Pin placement:
Bar = 100 um. Pins as bars across the die edge, other pins in grey.
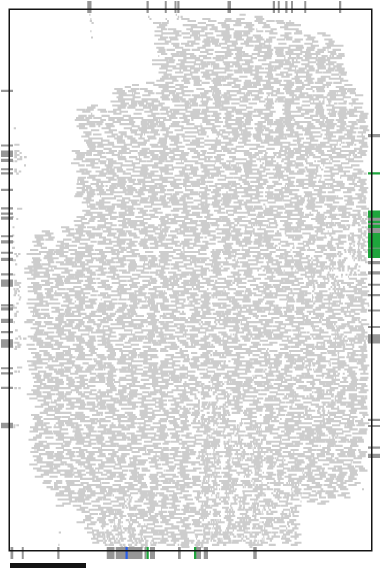
Cell placement:
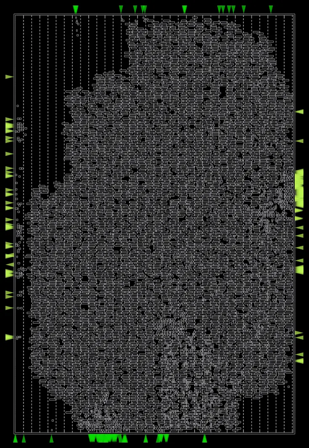
Zoomed window:
Region (347, 524) to (367, 544) um. Cells in grey, sequential cells in the stronger grey; small squares are vias.
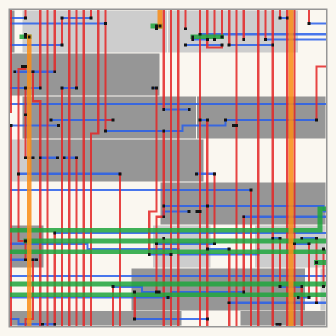
Cell area per tile:
24 x 36 tiles, from white (low) to dark blue (high), 0 to 100% covered.
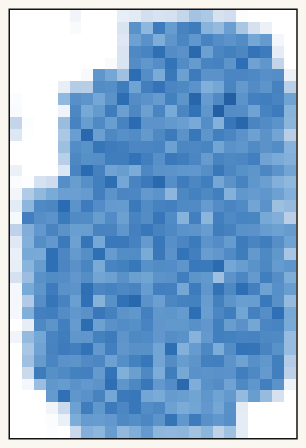
===== config.mk =====
export PLATFORM = sky130hd
export DESIGN_NAME = branch_predictor
export DESIGN_NICKNAME = d
export VERILOG_FILES = /design/src/rtl/branch_predictor.sv
export SDC_FILE = /design/constraint.sdc
export NUM_CORES = 2
export LEC_CHECK = 0
export CORE_ASPECT_RATIO = 1.5
export CORE_MARGIN = 2
export CORE_UTILIZATION = 45
export DETAILED_ROUTE_END_ITERATION = 10
export PLACE_DENSITY = 0.59
export SETUP_SLACK_MARGIN = 0.15
export SLEW_MARGIN = 20
export SYNTH_ARGS = -nofsm -noshare
export SYNTH_HDL_FRONTEND = slang
export SYNTH_SLANG_ARGS = --single-unit

===== constraint.sdc =====
create_clock -name clk -period 11.6 [get_ports clk]
set_clock_uncertainty 0.05 [all_clocks]
set_input_delay 1.16 -clock clk [delete_from_list [all_inputs] [get_ports clk]]
set_output_delay 1.16 -clock clk [all_outputs]
set_load 0.02 [all_outputs]

===== src/rtl/branch_predictor.sv =====
`default_nettype none
// ============================================================================
// Module      : branch_predictor
// Description : Fetch-stage branch predictor. A direct-mapped branch target
//               buffer (valid/tag/target/is_jump) sits beside a table of
//               2-bit saturating direction counters. Lookup is combinational
//               from registered state, so a prediction costs zero cycles.
//               Resolved control transfers from decode train both tables.
//               Decode also reports mispredictions and keeps a saturating
//               count of them.
//
//               Optional feature, macro BP_GSHARE_EN:
//                 defined   - the counter table is indexed by the PC index
//                             XOR a global history register. The BTB is
//                             still indexed by PC alone.
//                 undefined - the counter table is indexed by the PC index
//                             alone, and no history register exists.
//
// Ports       : clk                in  clock, all state updates on rising edge
//               rst_n              in  asynchronous active-low reset
//               PC_F               in  fetch PC to predict
//               pred_taken_F       out predict a redirect at fetch
//               pred_target_F      out predicted target (PC_F+4 on BTB miss)
//               upd_valid_D        in  a resolved control transfer is present
//               upd_PC_D           in  PC of the resolved instruction
//               upd_is_branch_D    in  1 = conditional branch, 0 = JAL/JALR
//               upd_taken_D        in  resolved direction
//               upd_target_D       in  resolved target
//               upd_pred_taken_D   in  direction predicted at fetch
//               upd_pred_target_D  in  target predicted at fetch
//               mispredict_D       out resolved outcome differs from prediction
//               mispredict_cnt     out saturating mispredict count
//
// Revision    : 1.0 - initial release
// ============================================================================
module branch_predictor #(
    parameter int XLEN  = 32,
    parameter int DEPTH = 64,
    parameter int GHR_W = 6
) (
    input  logic            clk,
    input  logic            rst_n,
    input  logic [XLEN-1:0] PC_F,
    output logic            pred_taken_F,
    output logic [XLEN-1:0] pred_target_F,
    input  logic            upd_valid_D,
    input  logic [XLEN-1:0] upd_PC_D,
    input  logic            upd_is_branch_D,
    input  logic            upd_taken_D,
    input  logic [XLEN-1:0] upd_target_D,
    input  logic            upd_pred_taken_D,
    input  logic [XLEN-1:0] upd_pred_target_D,
    output logic            mispredict_D,
    output logic [31:0]     mispredict_cnt
);

    localparam int c_IDX_W = $clog2(DEPTH);
    localparam int c_TAG_W = XLEN - c_IDX_W - 2;

    // ------------------------------------------------------------------
    // State
    // ------------------------------------------------------------------
    logic              r_valid   [DEPTH];
    logic [c_TAG_W-1:0] r_tag    [DEPTH];
    logic [XLEN-1:0]   r_target  [DEPTH];
    logic              r_is_jump [DEPTH];
    logic [1:0]        r_ctr     [DEPTH];
    logic [31:0]       r_mispredict_cnt;

    // ------------------------------------------------------------------
    // Index / tag extraction (instructions are word aligned, so PC[1:0]
    // carries no information)
    // ------------------------------------------------------------------
    logic [c_IDX_W-1:0] w_lookup_idx;
    logic [c_TAG_W-1:0] w_lookup_tag;
    logic [c_IDX_W-1:0] w_upd_idx;
    logic [c_TAG_W-1:0] w_upd_tag;
    logic [c_IDX_W-1:0] w_ctr_rd_idx;
    logic [c_IDX_W-1:0] w_ctr_wr_idx;
    logic [3:0]         w_unused_pc_lsbs;

    assign w_lookup_idx     = PC_F[c_IDX_W+1:2];
    assign w_lookup_tag     = PC_F[XLEN-1:c_IDX_W+2];
    assign w_upd_idx        = upd_PC_D[c_IDX_W+1:2];
    assign w_upd_tag        = upd_PC_D[XLEN-1:c_IDX_W+2];
    assign w_unused_pc_lsbs = {PC_F[1:0], upd_PC_D[1:0]};

`ifdef BP_GSHARE_EN
    logic [GHR_W-1:0]   r_ghr;
    logic [c_IDX_W-1:0] w_ghr_ext;

    assign w_ghr_ext    = c_IDX_W'(r_ghr);
    // Fetch and update both hash with the current history; a branch that
    // resolves in the same cycle as a lookup does not bypass into it.
    assign w_ctr_rd_idx = w_lookup_idx ^ w_ghr_ext;
    assign w_ctr_wr_idx = w_upd_idx ^ w_ghr_ext;
`else
    localparam int c_unused_ghr_w = GHR_W;

    assign w_ctr_rd_idx = w_lookup_idx;
    assign w_ctr_wr_idx = w_upd_idx;
`endif

    // ------------------------------------------------------------------
    // Lookup (combinational, reads pre-update state)
    // ------------------------------------------------------------------
    logic w_hit;

    assign w_hit = r_valid[w_lookup_idx] && (r_tag[w_lookup_idx] == w_lookup_tag);

    // Reset clears every valid bit asynchronously, so a miss (and thus
    // PC_F+4, not-taken) is what fetch sees while rst_n is low.
    assign pred_taken_F  = w_hit && (r_is_jump[w_lookup_idx] || r_ctr[w_ctr_rd_idx][1]);
    assign pred_target_F = w_hit ? r_target[w_lookup_idx] : (PC_F + XLEN'(4));

    // ------------------------------------------------------------------
    // Mispredict detection: a target difference only matters when the
    // instruction was actually taken.
    // ------------------------------------------------------------------
    assign mispredict_D = upd_valid_D &&
                          ((upd_taken_D != upd_pred_taken_D) ||
                           (upd_taken_D && (upd_target_D != upd_pred_target_D)));

    assign mispredict_cnt = r_mispredict_cnt;

    // ------------------------------------------------------------------
    // Counter next value (saturating at 2'b00 and 2'b11)
    // ------------------------------------------------------------------
    logic [1:0] w_ctr_cur;
    logic [1:0] w_ctr_next;

    assign w_ctr_cur = r_ctr[w_ctr_wr_idx];

    always_comb begin
        w_ctr_next = w_ctr_cur;
        if (upd_taken_D) begin
            if (w_ctr_cur != 2'b11) begin
                w_ctr_next = w_ctr_cur + 2'b01;
            end
        end else begin
            if (w_ctr_cur != 2'b00) begin
                w_ctr_next = w_ctr_cur - 2'b01;
            end
        end
    end

    // ------------------------------------------------------------------
    // Reset-controlled state: valid bits, counters, history, count
    // ------------------------------------------------------------------
    always_ff @(posedge clk or negedge rst_n) begin
        if (!rst_n) begin
            for (int i = 0; i < DEPTH; i++) begin
                r_valid[i] <= 1'b0;
                r_ctr[i]   <= 2'b01;
            end
`ifdef BP_GSHARE_EN
            r_ghr <= '0;
`endif
            r_mispredict_cnt <= '0;
        end else begin
            if (upd_valid_D) begin
                // Taken transfers (re)allocate; not-taken branches never do.
                if (upd_taken_D) begin
                    r_valid[w_upd_idx] <= 1'b1;
                end
                // Jumps leave the direction counters and history alone.
                if (upd_is_branch_D) begin
                    r_ctr[w_ctr_wr_idx] <= w_ctr_next;
`ifdef BP_GSHARE_EN
                    r_ghr <= GHR_W'({r_ghr, upd_taken_D});
`endif
                end
            end
            if (mispredict_D && (r_mispredict_cnt != 32'hFFFF_FFFF)) begin
                r_mispredict_cnt <= r_mispredict_cnt + 32'd1;
            end
        end
    end

    // ------------------------------------------------------------------
    // BTB payload: no reset needed, qualified by valid. Gated by rst_n so
    // nothing is captured at an edge where reset is still asserted.
    // ------------------------------------------------------------------
    always_ff @(posedge clk) begin
        if (rst_n && upd_valid_D && upd_taken_D) begin
            r_tag[w_upd_idx]     <= w_upd_tag;
            r_target[w_upd_idx]  <= upd_target_D;
            r_is_jump[w_upd_idx] <= !upd_is_branch_D;
        end
    end

endmodule
`default_nettype wire


==> results.py <==
# Auto-generated metrics
metrics = {
    "outcome": {
        "status": "finished, final reports clean",
    },
    "floorplanning": {
        "io_pins": 200,
        "fp.dieH_um": 712,
    },
    "cells_and_area": {
        "fin_area_sq_um": 170000,
        "nets": 7324,
        "drive_above_1_share_pct": 28.7,
        "final_core_util_pct": 51.0,
        "lay_top_count": "edfxtp_1",
        "syn_to_final_growth_pct": 13.0,
        "lay_top_cells": "3648 x edfxtp_1, 1043 x mux4_2, 370 x clkbuf_16",
    },
    "logic_synthesis": {
        "synthTopCellsByArea": "edfxtp_1 73%, mux4_2 16%, dfrtp_1 2.7%, dfstp_2 1.1%, nor2_1 0.67%",
        "yosysTopAreaCellShare_pct": 72.8,
        "top_area_cell": "edfxtp_1",
        "async_reset_ff_share_pct": 5.79,
        "synth-main-ff-cell": "edfxtp_1",
        "ys_cells": 6750,
        "edf_count": 3648,
        "mappedNetlistNets": 6886,
        "netlist_area_sq_um": 150000,
        "yosys_area_sq_um": 150000,
    },
    "cts": {
        "cts_setup_buffers": 0,
        "h-tree-depth": 5,
        "cts_resized": 0,
        "ctsHoldBuffers": 0,
        "clk_pin_slew_ns": 0.07,
    },
    "detailed_routing": {
        "ant_nets": 0,
        "wl_per_cell_um": 38.4,
        "drc": 0,
        "vias": 75700,
    },
    "final_timing": {
        "maxSlewViolCount": 0,
        "setup_violations": 0,
        "period_minus_slack_ns": 8.81,
        "setup_slack_ns": 2.79,
        "max_slew_margin_pct": 20.3,
        "setup_tns_ns": 0,
        "fmax_ghz": 0.114,
    },
    "critical_path": {
        "end_kind": "output port",
        "r2r_cells": 8,
        "worstSetupPathType": "in2out",
        "worstPathMaxFanout": 97,
        "r2r_end": "r_ctr[72]$_DFFE_PN1P_",
        "endpoint": "pred_target_F[28]",
        "timing.rr.start": "r_ctr[28]$_DFFE_PN1P_",
    },
    "place": {
        "dpl.hpwl_mm": 254,
        "pre_cts_slack_ns": 2.69,
        "gp_congestion": 0.846,
    },
    "power_and_ir_drop": {
        "power_density_nw_per_um2": 169,
        "switching_power_mw": 6.29,
        "sw_frac_of_total_pct": 21.9,
        "intPower_mw": 22.5,
        "p_comb_share_pct": 5.7,
        "p_clk_share_pct": 40.4,
        "finalPower_mw": 28.8,
    },
    "global_routing": {
        "grt_usage_pct": 26.7,
        "grt_pass1_wl_mm": 627,
    },
    "worst_hold_path": {
        "hold_class": "in2async",
    },
}
-- 'pin placement' (at the start) --
port	colour	pins	direction	edge
`PC_F`	green	32	input	30 east, 2 south
`mispredict_D`	blue	1	output	south
all pins by edge	70 east, 65 south, 48 west, 17 north

-- 'cell placement' (at the start) --
non-filler cells, final: 11900
flop count: 3872
fill count: 26100
Row Count: 260
placeable core area: 333000 sq um

-- 'zoomed window' (at the start) --
layer	colour
M2	red
M4	orange
M3	green
M1	blue
sequential cells in the window	6
cells with their middle in the window	10
netlist names of flops here include	`r_tag` (6)
most frequent	edfxtp_1 (6), mux4_2 (2)

-- 'cell area per tile' (at the start) --
tiles over 75% full	2.1%
mean over tiles	49%
fullest tile	81%

## sequential cells by signal (all words and copies together), names as in the netlist
signal	cells
r_valid	64
r_tag	1536
r_is_jump	64
mispredict_cnt	32
r_ctr	128
r_target	2048
## critical path: stages
cell and delay (ns):
buf_16 0.57, buf_4 0.85, mux4_2 0.61, a221oi_1 0.62
o31a_1 0.33, a21oi_1 0.11, o21bai_1 0.16, nand4b_1 0.19
nor4_1 0.59, nand4_4 0.65, buf_4 0.52, mux2_4 0.44
clkdlybuf4s50_1 0.56
## metrics by stage
step / cells / hold WS, ns
after global placement: 11300 / 0.403
after global routing: 11900 / 0.0720
final: 11900 / 0.0780
after floorplan: 6750 / 0.388
after detailed placement: 11300 / 0.407
after CTS: 11900 / 0.0338
## routing by layer
metal	global-route usage, %	vias up	wire, um
li1	-	29500	-
met1	34.5	41700	170000
met2	45.8	3680	235000
met3	4.19	806	34800
met4	10.1	14	18900
met5	0	-	102
## power by group through the flow
stage,combinational [mW],clock (mW),sequential (mW)
detailed placement,1.66,0,15.8
finish,1.65,11.6,15.5
CTS,1.66,11.8,15.5
global route,1.74,12.3,15.5
global placement,1.63,0,15.8
floorplan,0.904,0,15.8
## logic make-up (layout without fill, tap and decap cells)
logic type,count (synthesis),in the layout,share of synthesized area [%]
xor+xnor,103,103,0.600
compound gates,506,506,2.34
other cells,0,18,0
fa+ha+maj,4,4,0.0299
simple gates,629,629,1.94
buf+inv,372,1091,1.17
flops,3872,3872,76.6
mux,1264,1264,17.3
## final cells by class
type                       count  area, sq um  area share, %
sequential                  3872       115000           67.7
multi-input combinational   2506        34100           20.0
clock buffer                 444         9680           5.69
tap                         4454         5570           3.28
timing repair buffer         434         3780           2.22
clock inverter               197         1640          0.966
inverter                      16         72.6         0.0427
antenna                       18         45.0         0.0265
Power is estimated from default activity; no workload was simulated.
